File: src/rtl/imem_loader_if.sv
// Byte-stream input and instruction-memory write bus of the boot loader.
// The loader takes the slave view; the stream source / memory model takes the master view.
interface imem_loader_if #(
    parameter int OP_LENGTH = 32,
    parameter int PC_WIDTH  = 12
);
    logic [7:0]           byte_in;
    logic                 byte_valid;
    logic                 byte_ready;
    logic                 imem_we;
    logic [PC_WIDTH-1:0]  imem_addr;
    logic [OP_LENGTH-1:0] imem_wdata;

    modport master (
        output byte_in, byte_valid,
        input  byte_ready, imem_we, imem_addr, imem_wdata
    );

    modport slave (
        input  byte_in, byte_valid,
        output byte_ready, imem_we, imem_addr, imem_wdata
    );
endinterface

File: src/rtl/imem_loader.sv
// Boot loader: parses a counted little-endian byte stream into instruction words,
// writes them from address 0 and holds the CPU in reset until the image is in memory.
module imem_loader #(
    parameter int OP_LENGTH = 32,
    parameter int PC_WIDTH  = 12
) (
    input  logic          clk,
    input  logic          rst,
    imem_loader_if.slave  bus,
    output logic          cpu_rst,
    output logic          done,
    output logic          err
);
    localparam logic [16:0] MAX_WORDS = 17'(2 ** (PC_WIDTH - 2));

    typedef enum logic [2:0] {HDR_LO, HDR_HI, DATA, DONE, ERROR} state_t;

    state_t               state, state_nx;
    logic [15:0]          cnt;
    logic [15:0]          widx;
    logic [1:0]           bcnt;
    logic [OP_LENGTH-9:0] shreg;
    logic                 last_p1;
    logic                 byte_ready;
    logic                 accept;
    logic [15:0]          n_full;
    logic                 imem_we;
    logic [PC_WIDTH-1:0]  imem_addr;
    logic [OP_LENGTH-1:0] imem_wdata;

    assign accept = bus.byte_valid && byte_ready;
    assign n_full = {bus.byte_in, cnt[7:0]};

    assign bus.byte_ready = byte_ready;
    assign bus.imem_we    = imem_we;
    assign bus.imem_addr  = imem_addr;
    assign bus.imem_wdata = imem_wdata;

    always_ff @(posedge clk) begin
        if (!rst) state <= HDR_LO;
        else      state <= state_nx;
    end

    always_comb begin
        state_nx   = state;
        byte_ready = 1'b0;
        cpu_rst    = 1'b1;
        done       = 1'b0;
        err        = 1'b0;
        case (state)
            HDR_LO: begin
                byte_ready = 1'b1;
                if (bus.byte_valid) state_nx = HDR_HI;
            end
            HDR_HI: begin
                byte_ready = 1'b1;
                if (bus.byte_valid) begin
                    if (n_full == 16'd0)                 state_nx = DONE;
                    else if ({1'b0, n_full} > MAX_WORDS) state_nx = ERROR;
                    else                                 state_nx = DATA;
                end
            end
            DATA: begin
                // The final word's write cycle takes no more bytes; release follows it.
                byte_ready = !last_p1;
                if (last_p1) state_nx = DONE;
            end
            DONE: begin
                cpu_rst = 1'b0;
                done    = 1'b1;
            end
            ERROR: begin
                err = 1'b1;
            end
            default: state_nx = HDR_LO;
        endcase
    end

    // Word assembly stage: the 4th byte launches the write on the next cycle.
    always_ff @(posedge clk) begin
        if (!rst) begin
            cnt        <= '0;
            widx       <= '0;
            bcnt       <= '0;
            last_p1    <= 1'b0;
            imem_we    <= 1'b0;
            imem_addr  <= '0;
            imem_wdata <= '0;
        end else begin
            imem_we <= 1'b0;
            last_p1 <= 1'b0;
            if (accept) begin
                case (state)
                    HDR_LO: cnt[7:0]  <= bus.byte_in;
                    HDR_HI: cnt[15:8] <= bus.byte_in;
                    DATA: begin
                        bcnt <= bcnt + 2'd1;
                        if (bcnt == 2'd3) begin
                            imem_we    <= 1'b1;
                            imem_wdata <= {bus.byte_in, shreg};
                            imem_addr  <= PC_WIDTH'({widx, 2'b00});
                            widx       <= widx + 16'd1;
                            last_p1    <= (widx + 16'd1 == cnt);
                        end
                    end
                    default: ;
                endcase
            end
        end
    end

    always_ff @(posedge clk) begin
        if (accept && state == DATA && bcnt != 2'd3)
            shreg <= {bus.byte_in, shreg[OP_LENGTH-9:8]};
    end
endmodule

File: src/flat_wrapper.sv
// flat-port wrapper written by rule: the top's interface ports become plain ports
module imem_loader_flat 
#(
    parameter int OP_LENGTH = 32,
    parameter int PC_WIDTH  = 12
)
  (clk, rst, cpu_rst, done, err, bus_byte_in, bus_byte_valid, bus_byte_ready, bus_imem_we, bus_imem_addr, bus_imem_wdata);
  imem_loader_if #(.OP_LENGTH(OP_LENGTH), .PC_WIDTH(PC_WIDTH)) bus_i ();
  input  logic clk;
  input  logic rst;
  output logic cpu_rst;
  output logic done;
  output logic err;
  input wire logic [$bits(bus_i.byte_in)-1:0] bus_byte_in;
  input wire logic [$bits(bus_i.byte_valid)-1:0] bus_byte_valid;
  output wire logic [$bits(bus_i.byte_ready)-1:0] bus_byte_ready;
  output wire logic [$bits(bus_i.imem_we)-1:0] bus_imem_we;
  output wire logic [$bits(bus_i.imem_addr)-1:0] bus_imem_addr;
  output wire logic [$bits(bus_i.imem_wdata)-1:0] bus_imem_wdata;
  assign bus_i.byte_in = bus_byte_in;
  assign bus_i.byte_valid = bus_byte_valid;
  assign bus_byte_ready = bus_i.byte_ready;
  assign bus_imem_we = bus_i.imem_we;
  assign bus_imem_addr = bus_i.imem_addr;
  assign bus_imem_wdata = bus_i.imem_wdata;
  imem_loader #(.OP_LENGTH(OP_LENGTH), .PC_WIDTH(PC_WIDTH)) u_core (.clk(clk), .rst(rst), .bus(bus_i), .cpu_rst(cpu_rst), .done(done), .err(err));
endmodule
File: config.mk
export PLATFORM = sky130hd
export DESIGN_NAME = imem_loader_flat
export DESIGN_NICKNAME = d
export VERILOG_FILES = /design/src/rtl/imem_loader_if.sv /design/src/rtl/imem_loader.sv /design/src/flat_wrapper.sv
export SDC_FILE = /design/constraint.sdc
export NUM_CORES = 1
export LEC_CHECK = 0
export CAP_MARGIN = 30
export CORE_UTILIZATION = 40
export DETAILED_ROUTE_END_ITERATION = 12
export PLACE_DENSITY = 0.72
export SLEW_MARGIN = 15
export SYNTH_ARGS = -nofsm -noshare
export SYNTH_HDL_FRONTEND = slang
export SYNTH_SLANG_ARGS = --single-unit
File: constraint.sdc
create_clock -name clk -period 2.4 [get_ports clk]
set_clock_uncertainty 0.1 [all_clocks]
set_input_delay 0.48 -clock clk [delete_from_list [all_inputs] [get_ports clk]]
set_output_delay 0.48 -clock clk [all_outputs]
set_load 0.005 [all_outputs]
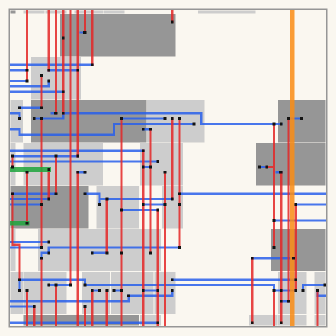
(run_1/closeup.png)
Region (70, 70) to (90, 90) um. Cells in grey, sequential cells in the stronger grey; small squares are vias.
[M2] red
[M3] green
[M4] orange
[M1] blue
sequential cells in the window: 4
netlist names of flops here include: u_core.bus.imem_addr (2), u_core.widx (2)
most frequent: nand2_1 (4), buf_4 (4), dfxtp_1 (4)
cells with their middle in the window: 19

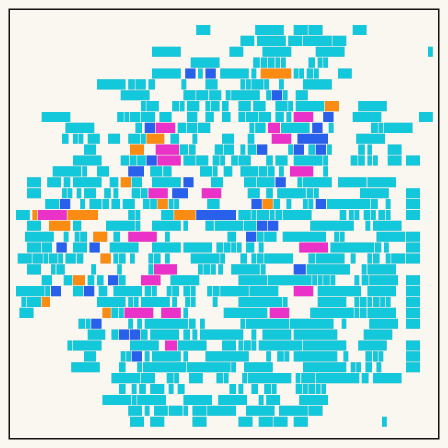
(run_1/sizing.png)
[x2] orange | cells: 16 | share: 2.9%
[x3 and x4] blue | cells: 32 | share: 5.7% | most used: buf_4
[x6 and larger] magenta | cells: 19 | share: 3.4% | most used: clkbuf_8
[x1 and smaller] cyan | cells: 490 | share: 88% | most used: nand2_1
bufs w/o clock: 88
Post-Layout Inst Area: 5480 um2

==> summary.txt, run 1 <==
fresh numbers from the pnr run: cell depth of the worst setup path=4, status=finished clean, Cell area leaders=dfxtp_1 37%, edfxtp_1 16%, nand2_1 11%, Int Power=2.32 mW, reg-to-reg endpoint=u_core.last_p1, Final nets=566, placed inst area=5260 um2, Worst Path Max Fanout=11, sequential power=1.84 mW, power density over the cells=572 nW/um2, antenna cells=0, Initial Util=42.0%, Hold Crit Class=flip-flop to flip-flop, Post-synth ARST share=0%, Vias=3557, largest area contributor in the netlist=dfxtp_1, comb pwr=172 uW, post-CTS setup buffers=0, clk latency late pin=0.37 ns, Final Hold Fails=0, minimum clock period=2.28 ns, post-synthesis register bit count=105, GR Layer Usage met2=28.4%, CTS tree=built, kind of end point of the critical path=output pin, clk sinks=105, Worst setup endpoint=done, max cap viols=0, Resize count post-CTS=1, Dominant flop cell=dfxtp_1, Ports=60, Cell Count Post-Placement=677, CP max-delay cell=clkdlybuf4s50_1, die area=11400 um2, clock transition at the registers of the reported paths=0.12 ns, DR vias/cell=5.13, yosys cell count=487, vias in the first global route=3401, r2r worst-path depth=5, Mean Syn Cell Area=9.05 um2, OpenROAD warnings=27, reg-to-reg startpoint=u_core.widx[9], Final setup viols=0, RSZ-0062 raised after global routing=false, period utilisation layout=95.1%, VDD IR max=0.296 mV, GP Congestion=0.882, Setup WS post-layout=0.119 ns, clock power share=35.7%, Hold Crit Endpoint=u_core.shreg[12], clk buf depth=2, fill count=963, fin cells=693, Regs by FF count=u_core.bus.imem_wdata: 32 flops, u_core.shreg: 24 flops, Rows=37, fraction of layout instances using a drive strength above 1=12.0%, Hold Startpoint=u_core.shreg[20]
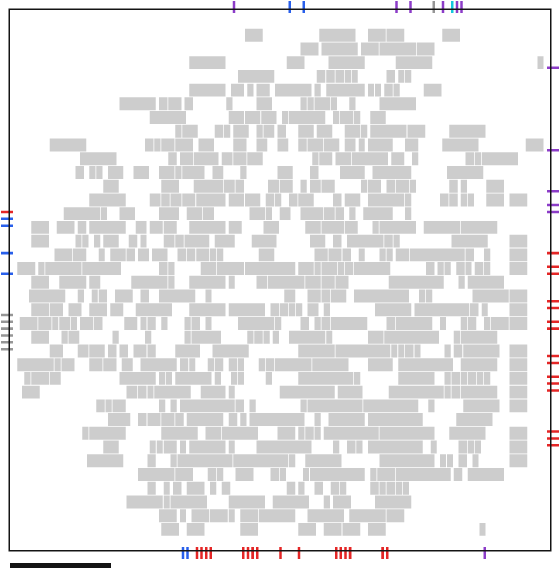
(run_1/pinout.png)
The bar under the picture is 20 um long. Pins as bars across the die edge, other pins in grey.
[clk] cyan | pins: 1 | direction: input | edge: top
[bus_byte_in] blue | pins: 8 | direction: input | edge: 4 left, 2 top, 2 bottom
[bus_imem_wdata] red | pins: 32 | direction: output | edge: 16 bottom, 15 right, 1 left
[bus_imem_addr] purple | pins: 12 | direction: output | edge: 6 top, 5 right, 1 bottom
all pins by edge: 20 right, 19 bottom, 11 left, 10 top
port bufs: 57
Die Height: 107 um
die width: 107 um

run 1: kinds of logic (layout without fill, tap and decap cells):
family / Yosys count / in the layout / synth area share [%]
simple gates: 214 / 214 / 22.5
flops: 105 / 105 / 53.1
compound gates: 90 / 90 / 12.1
buf+inv: 41 / 110 / 4.71
xor+xnor: 32 / 32 / 6.36
fa+ha+maj: 3 / 3 / 0.851
other cells: 1 / 2 / 0.0850
mux: 1 / 1 / 0.227
run 1: final cells by class:
class | instances | area (um2) | area share (%)
flip-flops and latches | 105 | 2340 | 42.8
multi-input cells | 342 | 1870 | 34.2
repair buffers | 88 | 853 | 15.6
well taps | 136 | 170 | 3.11
clock buffers | 9 | 124 | 2.26
clock inverters | 7 | 91.3 | 1.67
inverters | 6 | 22.5 | 0.411
==> run_1/util_map.png <==
11 x 11 tiles, from white (low) to dark blue (high), 0 to 100% covered.
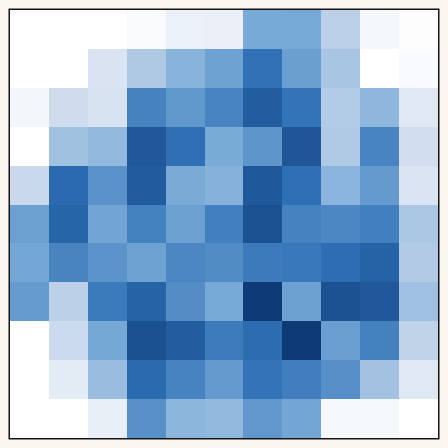

==> inputs of run 2 (changes only) <==
--- a/config.mk
+++ b/config.mk
@@ -8,7 +8,7 @@
 export CAP_MARGIN = 30
 export CORE_UTILIZATION = 40
 export DETAILED_ROUTE_END_ITERATION = 12
-export PLACE_DENSITY = 0.72
+export PLACE_DENSITY = 0.69
 export SLEW_MARGIN = 15
 export SYNTH_ARGS = -nofsm -noshare
 export SYNTH_HDL_FRONTEND = slang
==> constraint.sdc (replaced) <==
create_clock -name clk -period 2.1 [get_ports clk]
set_clock_uncertainty 0.1 [all_clocks]
set_input_delay 0.42 -clock clk [delete_from_list [all_inputs] [get_ports clk]]
set_output_delay 0.42 -clock clk [all_outputs]
set_load 0.005 [all_outputs]
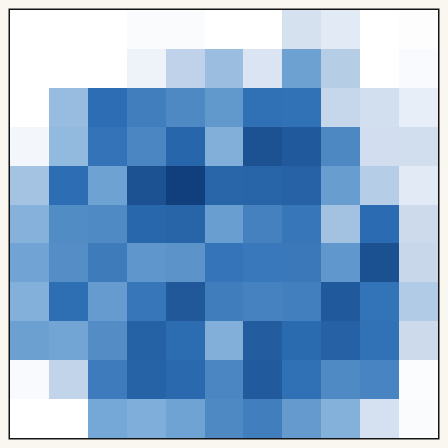
(run_2/util_map.png)
11 x 11 tiles, from white (low) to dark blue (high), 0 to 100% covered.
mean over tiles: 48%
tiles over 75% full: 20%
fullest tile: 94%
nearly empty tiles: 12%
Initial Util: 42.0%
Post-Route Utilization: 53.7%
CORE AREA: 10500 um2

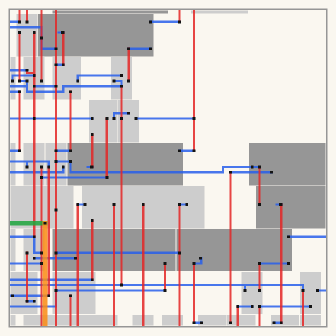
(run_2/closeup.png)
Region (70, 70) to (90, 90) um. Cells in grey, sequential cells in the stronger grey; small squares are vias.
[M1] blue
[M2] red
[M3] green
[M4] orange
cells with their middle in the window: 21
netlist names of flops here include: u_core.bus.imem_addr (5), u_core.widx (1)
most frequent: nand2_1 (7), dfxtp_1 (5)
sequential cells in the window: 6

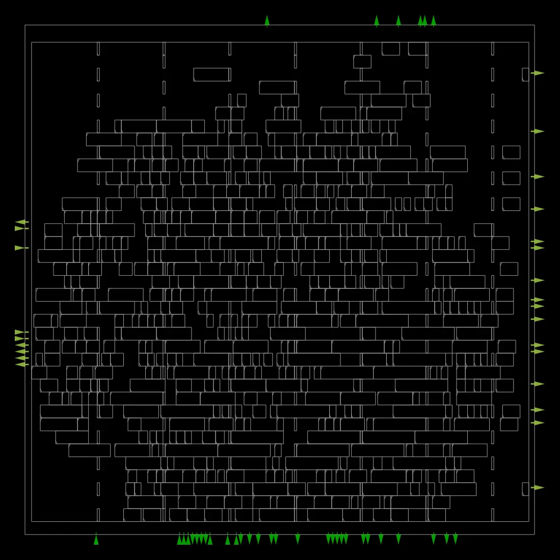
(run_2/placed.png)
sequential cells: 105
Seq area share: 41.7%
n_taps: 136
Rows: 37
fin cells: 716

==> run 2 against run 1 <==
  * Sequential cell count stayed put
  * Total power is 15% higher
  * Sequential power is 14% higher
  * First-iteration DRC count is 25% lower
  * Routed wire length is 1.9% higher
  * Via count is 1.8% higher
  * Global-route usage is 0.38 points higher
  * Register-to-register slack worse by 0.14 ns
  * Largest cell class unchanged
  * Largest power group unchanged
==> summary.txt, run 2 <==
fresh numbers from the pnr run: status=finished clean, Worst Path Max Fanout=3 (-8), Mean Syn Cell Area=9.05 um2 (unchanged), first-pass GRT wire length=16.9 mm, synth unique cells=59, Yosys Chip Area=4410 um2, Hold Crit Class=flip-flop to flip-flop, fraction of layout instances using a drive strength above 1=16.4% (+4.4 points), clk buf depth=2 (unchanged), CTS tree=built, met1 WL=4.75 mm, clock power share=36.0% (+0.3 points), Dominant flop cell=dfxtp_1, Post-DRT Antenna Nets=0, reg-to-reg startpoint=u_core.widx[0], Die Height=107 um (unchanged), flip-flop count of the largest register after layout=32, post-synthesis register bit count=105 (unchanged), Final setup viols=0 (unchanged), Final nets=589 (+4.1%), die area=11400 um2 (unchanged), Ports=60 (unchanged), DRT Pass-1 Iters=4, hpwl dp=7.33 mm, DRC errors left=0, placed inst area=5410 um2 (+2.8%), Int Power=2.66 mW (+14%), met3 wire length=347 um, adder share=0.851% (unchanged), minimum clock period=2.04 ns, sequential power=2.10 mW (+14%), Yosys top cell by instances=nand2_1, max-slew violation count=0, Setup crit start=u_core.widx[0], XOR/XNOR Fraction of Synth Area=6.36% (unchanged), post-CTS setup buffers=0 (unchanged), kind of end point of the critical path=flip-flop, RSZ-0062 raised after global routing=true, die width=107 um (unchanged), post-synthesis mux area share=0.227% (unchanged), clk latency late pin=0.37 ns (about the same), clk sinks=105 (unchanged), Worst setup endpoint=u_core.last_p1, Final Hold Fails=0 (unchanged), DR vias/cell=5.06 (-1.5%), OpenROAD warnings=28 (+3.7%), GP Congestion=0.904 (+2.5%), Vias=3620 (+1.8%), Top non-seq family=simple AND/OR/NAND/NOR gates, Commonest cells post-synth=129 x nand2_1, 81 x dfxtp_1, 67 x a21oi_1, 25 x nor2_1, 24 x edfxtp_1, clock transition at the registers of the reported paths=0.12 ns (about the same), Basic Gates by Area=22.5% (unchanged), power density over the cells=638 nW/um2 (+12%), highest routed layer=met4, top power group=registers, most frequent cells in the layout=129 x nand2_1, 76 x dfxtp_1, 67 x a21oi_1, drt wl/cell=14.1 um, Worst setup SP type=flip-flop, GR Layer Usage met2=31.5% (+3.0 points), register area share after synthesis=53.1%, Resize count post-CTS=8 (+7), Compound Share, Synth=12.1% (unchanged), Hold Crit Endpoint=u_core.shreg[12], largest area contributor in the netlist=dfxtp_1, yosys cell count=487 (unchanged), Regs by FF count=u_core.bus.imem_wdata: 32 flops, u_core.shreg: 24 flops, reg-to-reg endpoint=u_core.last_p1, Post-Layout Inst Area=5640 um2 (+3.0%), max cap viols=0 (unchanged), comb pwr=202 uW (+17%), VDD IR max=0.372 mV (+26%), Post-synth ARST share=0% (unchanged), worst hold stages=0, period utilisation layout=97.0%, r2r worst-path depth=7 (+2), antenna cells=0 (unchanged), Root Buffer=clkbuf_8, port bufs=57 (unchanged), Cell area leaders=dfxtp_1 37%, edfxtp_1 16%, nand2_1 11%, Hold Startpoint=u_core.shreg[20], pin count of the biggest net entering global routing=33, vias in the first global route=3576 (+5.1%)
==> run 2: critical path, stage by stage (launching register included) <==
cell and delay [ns]:
dfxtp_2 0.36, buf_4 0.13, buf_4 0.11, nand3_1 0.09, or3_4 0.36, nor4b_1 0.33
o31ai_1 0.16, a2111oi_2 0.30
==> run 2: through the flow <==
stage / instances / setup slack, ns
floorplan: 488 / 0.0191
global placement: 700 / -0.222
detailed placement: 700 / -0.229
CTS: 716 / 0.0234
global route: 716 / -0.00803
finish: 716 / 0.0633
==> run 2: area by class of cell <==
cell class | count | area (um2)
Clock buffer | 9 | 124
Inverter | 6 | 22.5
Sequential cell | 105 | 2350
Tap cell | 136 | 170
Clock inverter | 7 | 91.3
Multi-Input combinational cell | 342 | 1890
Timing Repair Buffer | 111 | 997
Fill cell | 960 | 4860
==> inputs of run 3 (changes only) <==
==> constraint.sdc (replaced) <==
create_clock -name clk -period 2.1 [get_ports clk]
set_clock_uncertainty 0.1 [all_clocks]
set_input_delay 0.42 -clock clk [delete_from_list [all_inputs] [get_ports clk]]
set_output_delay 0.42 -clock clk [all_outputs]
set_load 0.05 [all_outputs]
==> run 3 against run 2 <==
  * Die area is the same
  * Synthesized area is the same
  * Global-route usage grew 0.28 points
  * Core utilization grew 0.26 points
  * Largest cell class unchanged
  * Combinational power grew 11%
  * Maximum frequency shrank 1.6%
  * Sequential share of layout area shrank 0.29 points
  * Clock power is essentially flat
  * Design area grew 0.49%
  * Routed wire length grew 2.5%
  * First-iteration DRC count grew 23%
  * Sequential cell count is the same
==> summary.txt, run 3 <==
fresh numbers from the pnr run: pin count of the biggest net entering global routing=78 (+140%), drt wl/cell=14.6 um (+3.2%), power density over the cells=634 nW/um2 (-0.70%), most frequent cells in the layout=129 x nand2_1, 76 x dfxtp_1, 67 x a21oi_1, Hold Crit Endpoint=u_core.shreg[6], Ports=60 (unchanged), Placement Setup Slack=-0.264 ns (-0.0345 ns), largest area contributor in the netlist=dfxtp_1, register area share after synthesis=53.1% (unchanged), Final setup viols=0 (unchanged), CP max-delay cell=clkdlybuf4s50_1, Yosys Chip Area=4410 um2 (unchanged), delay-heaviest family, CP=buffers and inverters, signal buffers share of area=18.2% (+0.58 points), Worst Path Max Fanout=2 (-1), post-synthesis mux area share=0.227% (unchanged), period utilisation layout=98.6% (+1.6 points), adder share=0.851% (unchanged), post-CTS setup buffers=0 (unchanged), clk buf depth=2 (unchanged), clk sinks=105 (unchanged), status=finished clean, fill count=945 (-1.6%), Hold Crit Class=flip-flop to flip-flop, minimum clock period=2.07 ns (+0.0329 ns), dominant class by area=sequential cells, reg-to-reg startpoint=u_core.widx[9], DRT Pass-1 Iters=4 (unchanged), yosys cell count=487 (unchanged), Mean Syn Cell Area=9.05 um2 (unchanged), Regs by FF count=u_core.bus.imem_wdata: 32 flops, u_core.shreg: 24 flops, Setup crit start=u_core.bus.imem_wdata[13], hpwl dp=7.36 mm (+0.44%), Buf/Inv on CP=1 (-1), Cell area leaders=dfxtp_1 37%, edfxtp_1 16%, nand2_1 11%, Worst setup SP type=flip-flop, r2r worst-path depth=5 (-2), Final nets=584 (-0.85%), max-slew violation count=0 (unchanged), CTS tree=built, Comb/total area=33.3% (-0.096 points), antenna cells=0 (unchanged), Basic Gates by Area=22.5% (unchanged), VDD IR max=0.343 mV (-7.9%), reg-to-reg endpoint=u_core.last_p1, die area=11400 um2 (unchanged), Seq area share=41.4% (-0.29 points), worst path cell trace=clkdlybuf4s50_1, n_taps=136 (unchanged), Root Buffer=clkbuf_8, synth unique cells=59 (unchanged), die width=107 um (unchanged), Rows=37 (unchanged), post-synthesis register bit count=105 (unchanged), Worst setup endpoint=bus_imem_wdata[13], OpenROAD warnings=28 (unchanged), Post-DRT Antenna Nets=0 (unchanged), Comb gates=342 (unchanged), Initial Util=42.0% (unchanged), Hold Startpoint=u_core.shreg[14], Commonest cells post-synth=129 x nand2_1, 81 x dfxtp_1, 67 x a21oi_1, 25 x nor2_1, 24 x edfxtp_1, RSZ-0062 raised after global routing=true, port bufs=57 (unchanged), clk latency late pin=0.38 ns (about the same), placed inst area=5370 um2 (-0.65%), max cap viols=0 (unchanged), invs w/o clock=6 (unchanged), Cell Count Post-Placement=692 (-1.1%), flip-flop count of the largest register after layout=32 (unchanged), Yosys top cell by instances=nand2_1, Worst path max stage delay=0.81 ns (+0.45 ns)
[run 3: cell count changes in the layout (fill, tap and decap cells not counted), sizes merged]
cell | previous run | this run
buf | 54 | 61
clkdlybuf4s50 | 54 | 20
clkinv | 4 | 3
clkinvlp | 0 | 1
dlymetal6s2s | 0 | 22
[run 3: layer usage]
layer | share of wire [%] | routed length, um | up-vias | GRT usage (%)
met2 | 49 | 5070 | 83 | 31.3
met4 | 2.1 | 218 | 0 | 8.22
met5 | 0 | 0 | - | 0
met1 | 45 | 4650 | 1737 | 25.0
li1 | - | - | 1813 | -
met3 | 4.1 | 422 | 18 | 2.61
[run 3: power breakdown]
| part | switching, mW | internal, mW |
|---|---|---|
| sequential | 0.0224 | 2.08 |
| combinational | 0.129 | 0.0956 |
| clock | 0.793 | 0.478 |
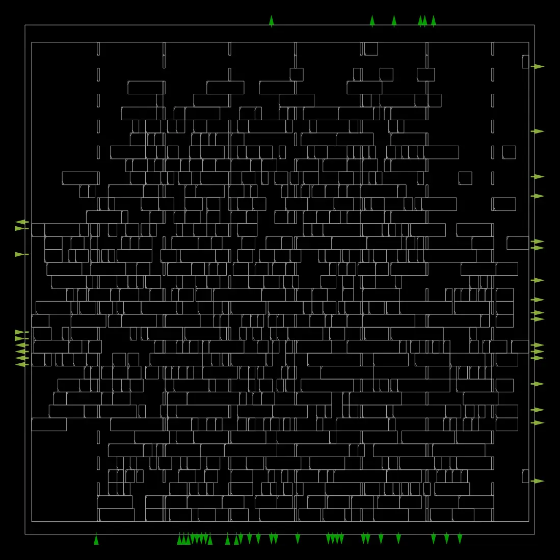
(run_3/placed.png)
fin cells: 711
Post-Route Utilization: 54.0%

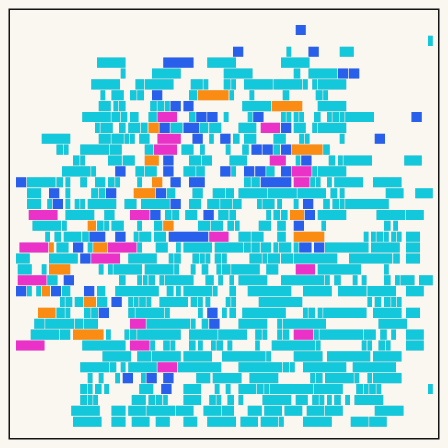
(run_3/sizing.png)
[x3 and x4] blue | cells: 63 | share: 11% | most used: buf_4
[x2] orange | cells: 18 | share: 3.1% | most used: dfxtp_2
[x1 and smaller] cyan | cells: 474 | share: 82% | most used: nand2_1
[x6 and larger] magenta | cells: 20 | share: 3.5% | most used: clkbuf_8
Post-Layout Inst Area: 5670 um2
Synth-to-Final Area Change: 28.6%
bufs w/o clock: 106
Setup WS post-layout: 0.0303 ns

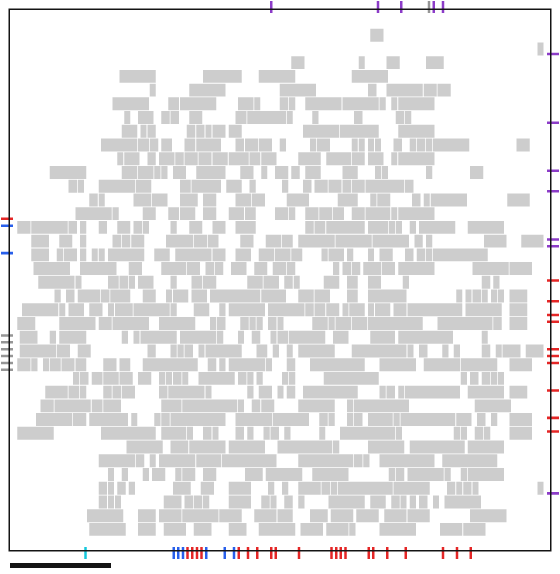
(run_3/pinout.png)
The bar under the picture is 20 um long. Pins as bars across the die edge, other pins in grey.
[bus_byte_in] blue | pins: 8 | direction: input | edge: 6 bottom, 2 left
[bus_imem_wdata] red | pins: 32 | direction: output | edge: 21 bottom, 10 right, 1 left
[bus_imem_addr] purple | pins: 12 | direction: output | edge: 7 right, 5 top
[clk] cyan | pins: 1 | direction: input | edge: bottom

Power is estimated from default activity; no workload was simulated.
